### config.mk
export PLATFORM = sky130hd
export DESIGN_NAME = rv32_div_unit
export DESIGN_NICKNAME = d
export VERILOG_FILES = /design/src/rtl/rv32_div_unit.sv
export SDC_FILE = /design/constraint.sdc
export NUM_CORES = 1
export LEC_CHECK = 0
export CAP_MARGIN = 25
export CELL_PAD_IN_SITES_DETAIL_PLACEMENT = 1
export CELL_PAD_IN_SITES_GLOBAL_PLACEMENT = 2
export CORE_ASPECT_RATIO = 2
export CORE_UTILIZATION = 38
export DETAILED_ROUTE_END_ITERATION = 7
export DONT_BUFFER_PORTS = 1
export PLACE_DENSITY = 0.87
export SLEW_MARGIN = 20
export SYNTH_ARGS = -nofsm -noshare
export SYNTH_HDL_FRONTEND = slang
export SYNTH_SLANG_ARGS = --single-unit
export TNS_END_PERCENT = 1
### constraint.sdc
create_clock -name clk -period 4.7 [get_ports clk]
set_input_delay 1.175 -clock clk [delete_from_list [all_inputs] [get_ports clk]]
set_output_delay 1.175 -clock clk [all_outputs]
set_load 0.02 [all_outputs]
### src/rtl/rv32_div_unit.sv
`default_nettype none
// ============================================================================
//  Module      : rv32_div_unit
//  Description : Iterative RV32M divider (DIV/DIVU/REM/REMU), one quotient
//                bit per cycle via restoring subtract.
//  Revision    : 1.0 - initial release
// ============================================================================
module rv32_div_unit #(
    parameter int XLEN = 32
) (
    input  logic            clk,
    input  logic            rst_n,
    input  logic            start,
    input  logic [1:0]      op,
    input  logic [XLEN-1:0] input_a,
    input  logic [XLEN-1:0] input_b,
    output logic            busy,
    output logic            done,
    output logic [XLEN-1:0] result
);

    localparam logic [1:0]      c_OP_DIV  = 2'b00;
    localparam logic [1:0]      c_OP_DIVU = 2'b01;
    localparam logic [1:0]      c_OP_REM  = 2'b10;
    localparam logic [5:0]      c_LAST    = 6'(XLEN - 1);
    localparam logic [XLEN-1:0] c_MIN     = {1'b1, {(XLEN-1){1'b0}}};

    typedef enum logic [1:0] {
        IDLE = 2'd0,
        CALC = 2'd1,
        FIX  = 2'd2,
        DONE = 2'd3
    } state_t;

    state_t          r_state;
    logic [1:0]      r_op;
    logic            r_neg_q;
    logic            r_neg_r;
    logic            r_special;
    logic [5:0]      r_cnt;
    logic [XLEN-1:0] r_rem;
    logic [XLEN-1:0] r_quo;
    logic [XLEN-1:0] r_div;

    logic            w_signed;
    logic [XLEN-1:0] w_opnd_a;
    logic [XLEN-1:0] w_opnd_b;
    logic            w_b_zero;
    logic            w_ovf;
    logic [XLEN-1:0] w_shifted;
    logic [XLEN:0]   w_diff;
    logic [XLEN-1:0] w_fix_result;

    assign w_signed  = ~op[0];
    assign w_opnd_a  = (w_signed && input_a[XLEN-1]) ? -input_a : input_a;
    assign w_opnd_b  = (w_signed && input_b[XLEN-1]) ? -input_b : input_b;
    assign w_b_zero  = (input_b == '0);
    assign w_ovf     = w_signed && (input_a == c_MIN) && (input_b == '1);

    assign w_shifted = {r_rem[XLEN-2:0], r_quo[XLEN-1]};
    assign w_diff    = {1'b0, w_shifted} - {1'b0, r_div};

    always_comb begin
        w_fix_result = r_rem;
        case (r_op)
            c_OP_DIV:  w_fix_result = r_neg_q ? -r_quo : r_quo;
            c_OP_DIVU: w_fix_result = r_quo;
            c_OP_REM:  w_fix_result = r_neg_r ? -r_rem : r_rem;
            default:   w_fix_result = r_rem;
        endcase
    end

    always_ff @(posedge clk) begin
        if (!rst_n) begin
            r_state   <= IDLE;
            r_op      <= 2'b00;
            r_neg_q   <= 1'b0;
            r_neg_r   <= 1'b0;
            r_special <= 1'b0;
            r_cnt     <= 6'd0;
            r_rem     <= '0;
            r_quo     <= '0;
            r_div     <= '0;
            busy      <= 1'b0;
            done      <= 1'b0;
            result    <= '0;
        end else begin
            case (r_state)
                IDLE: begin
                    done <= 1'b0;
                    if (start) begin
                        r_op    <= op;
                        r_neg_q <= w_signed & (input_a[XLEN-1] ^ input_b[XLEN-1]);
                        r_neg_r <= w_signed & input_a[XLEN-1];
                        r_cnt   <= 6'd0;
                        r_rem   <= '0;
                        r_quo   <= w_opnd_a;
                        r_div   <= w_opnd_b;
                        busy    <= 1'b1;
                        // Special cases settle result now and ride through FIX
                        // untouched, so done lands two cycles after accept.
                        if (w_b_zero) begin
                            result    <= op[1] ? input_a : '1;
                            r_special <= 1'b1;
                            r_state   <= FIX;
                        end else if (w_ovf) begin
                            result    <= op[1] ? '0 : c_MIN;
                            r_special <= 1'b1;
                            r_state   <= FIX;
                        end else begin
                            r_special <= 1'b0;
                            r_state   <= CALC;
                        end
                    end
                end
                CALC: begin
                    if (!w_diff[XLEN]) begin
                        r_rem <= w_diff[XLEN-1:0];
                        r_quo <= {r_quo[XLEN-2:0], 1'b1};
                    end else begin
                        r_rem <= w_shifted;
                        r_quo <= {r_quo[XLEN-2:0], 1'b0};
                    end
                    r_cnt <= r_cnt + 6'd1;
                    if (r_cnt == c_LAST) begin
                        r_state <= FIX;
                    end
                end
                FIX: begin
                    if (!r_special) begin
                        result <= w_fix_result;
                    end
                    done    <= 1'b1;
                    r_state <= DONE;
                end
                DONE: begin
                    done    <= 1'b0;
                    busy    <= 1'b0;
                    r_state <= IDLE;
                end
                default: begin
                    r_state <= IDLE;
                end
            endcase
        end
    end

endmodule
`default_nettype wire

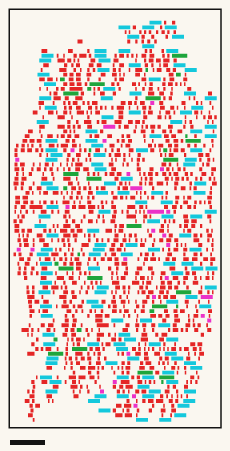
(placed cells, one color a class)
The bar under the picture is 20 um long.
class	color	cells	share of their area
other buffers and delay cells	magenta	27	2.3%
clock drivers and dummy loads	green	32	4.7%
flops	cyan	143	26%
all other logic	red	1,200	67%

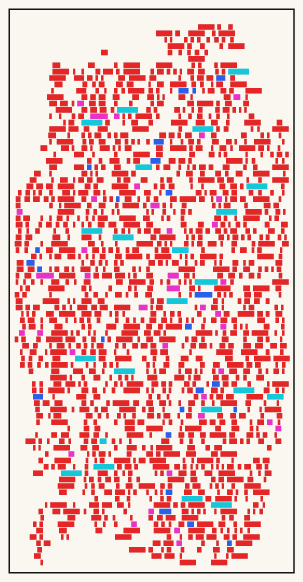
(drive-strength map)
size	color	cells
drive 3 to 4	magenta	37
drive 1 or less	red	1,319
drive 6 and up	cyan	22
drive 2	blue	24

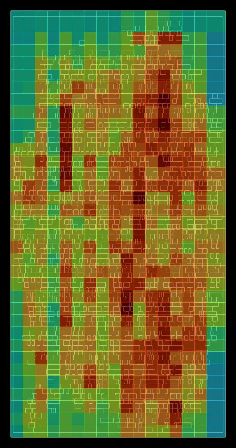
(congestion heat map)
routed len/inst: 21.1 um
gr busiest metal: met2
met3 GRT Util: 4.19%
GRT Total Usage: 26.1%
grt met2 use: 50.7%

==> results.cfg <==
; implementation run metrics
[status]
status = completed

[timing]
timing.final.crit_share_pct = 79.5
setup_violations = 0
hold_slack_ns = 0.478
drv_slew = 0
relSlewSlack_pct = 34.7
period_needed_ns = 3.74
tightest_slew_ns = 0.979

[clock_network]
cts_buffer_depth = 2
cts.sinks = 143
cts_buffers = 17
cts_resized = 0
ctsHoldBuffers = 0

[placed_design]
gp_congestion = 0.843
dp_hpwl_um = 28300
io_buffers = 0

[route]
topRoutingLayerUsed = met4
wl_met1_um = 13800
first_pass_iters = 5
drtAntennaViolNets = 0
vias = 10445
wl_met2_um = 20200
drtIter0Drc = 480
vias_per_cell = 5.95
post-route-drc-count = 0

[flow_run]
warning_count = 34

[floorplanning]
tap_cells = 352
ios = 103
fp.dieH_um = 240
fp_util_pct = 38.9
rows = 86

[layout]
comb_share_pct = 62.7
clk_share_pct = 4.51
inv_count = 68
buf_share_pct = 2.23
syn_to_final_growth_pct = 8.48
seq_area_share_pct = 24.6
nClkBuffers = 19
postLayoutCoreUtil_pct = 42.2
flop-count = 143
nets = 1503
largestClassByArea = combinational gates
register_area_um2 = 2860
num-fill-cells = 3448
buffers = 27
mostFrequentLayoutCells = nand2_1, o21ai_0, dfxtp_1

[logic_synthesis]
yosysChipArea_um2 = 10700
common_cells = nand2_1, o21ai_0, dfxtp_1, a21oi_1, xor2_1
synth-edff-count = 0
syn_inst = 1430
simple_gate_area_share_pct = 19.7
synth_cell_type_count = 71
logic_family = AND-OR/OR-AND gates
synth_flops = 143
ys_sh_adder_pct = 5.31
yosys_cells = 1430
synth_top_cell_by_count = nand2_1
top_area_share_pct = 26.6
syn_area_per_cell_um2 = 7.52
syn_area_um2 = 10700
seq_area_frac_synth_pct = 26.6
async_reset_ff_share_pct = 0
ys_sh_xor_pct = 11.2
top_area_cell = dfxtp_1

[worst_hold_path]
min_path_type = flop to flop
min_path_cells = 2

[power_and_ir_drop]
ir_drop_uv = 295
p_per_area_nw_per_um2 = 502

[setup_path]
critPathLaunchType = flop
r2r_setup_slack_ns = 0.96
crit_start = r_quo[31]$_SDFFE_PN0P_
r2r_start = r_quo[31]$_SDFFE_PN0P_
reg2reg_depth = 14
slowest_stage = a31oi_4
critPathTopFamily = AND-OR/OR-AND gates
path_buffers = 3
cp_cell_sequence = inv_1, ha_1, fa_1, nor2b_1, o31ai_1, a21oi_1, o211ai_1, a2111oi_0, buf_4, or3_1, a31oi_4, buf_12, mux2i_1, o21ai_0
path_depth = 14
worstSetupPathType = flop to flop
arrival_ns = 4.05

[grt]
grt_pass1_wl_um = 58500
grt_pass1_vias = 10859
grt_max_degree = 116
grt-ovfl-total = 0
met1_usage_pct = 25.9
[where the power goes]
group / leakage [nW] / internal, W / switching [W] / total (W)
sequential: 1.17 / 0.00155 / 0.000567 / 0.00212
clock: 0.245 / 0.000671 / 0.000578 / 0.00125
combinational: 3.26 / 0.000941 / 0.00155 / 0.00249
total: 4.67 / 0.00316 / 0.00269 / 0.00585
[worst min path at each step]
stage / endpoint / slack (ns)
finish: r_div[31]$_SDFFE_PN0P_ / 0.48
global route: r_div[22]$_SDFFE_PN0P_ / 0.51
floorplan: r_div[31]$_SDFFE_PN0P_ / 0.44
global placement: r_div[31]$_SDFFE_PN0P_ / 0.47
CTS: r_div[31]$_SDFFE_PN0P_ / 0.48
detailed placement: r_div[31]$_SDFFE_PN0P_ / 0.47
No activity file was given, so power comes from the tool's default toggle rates.
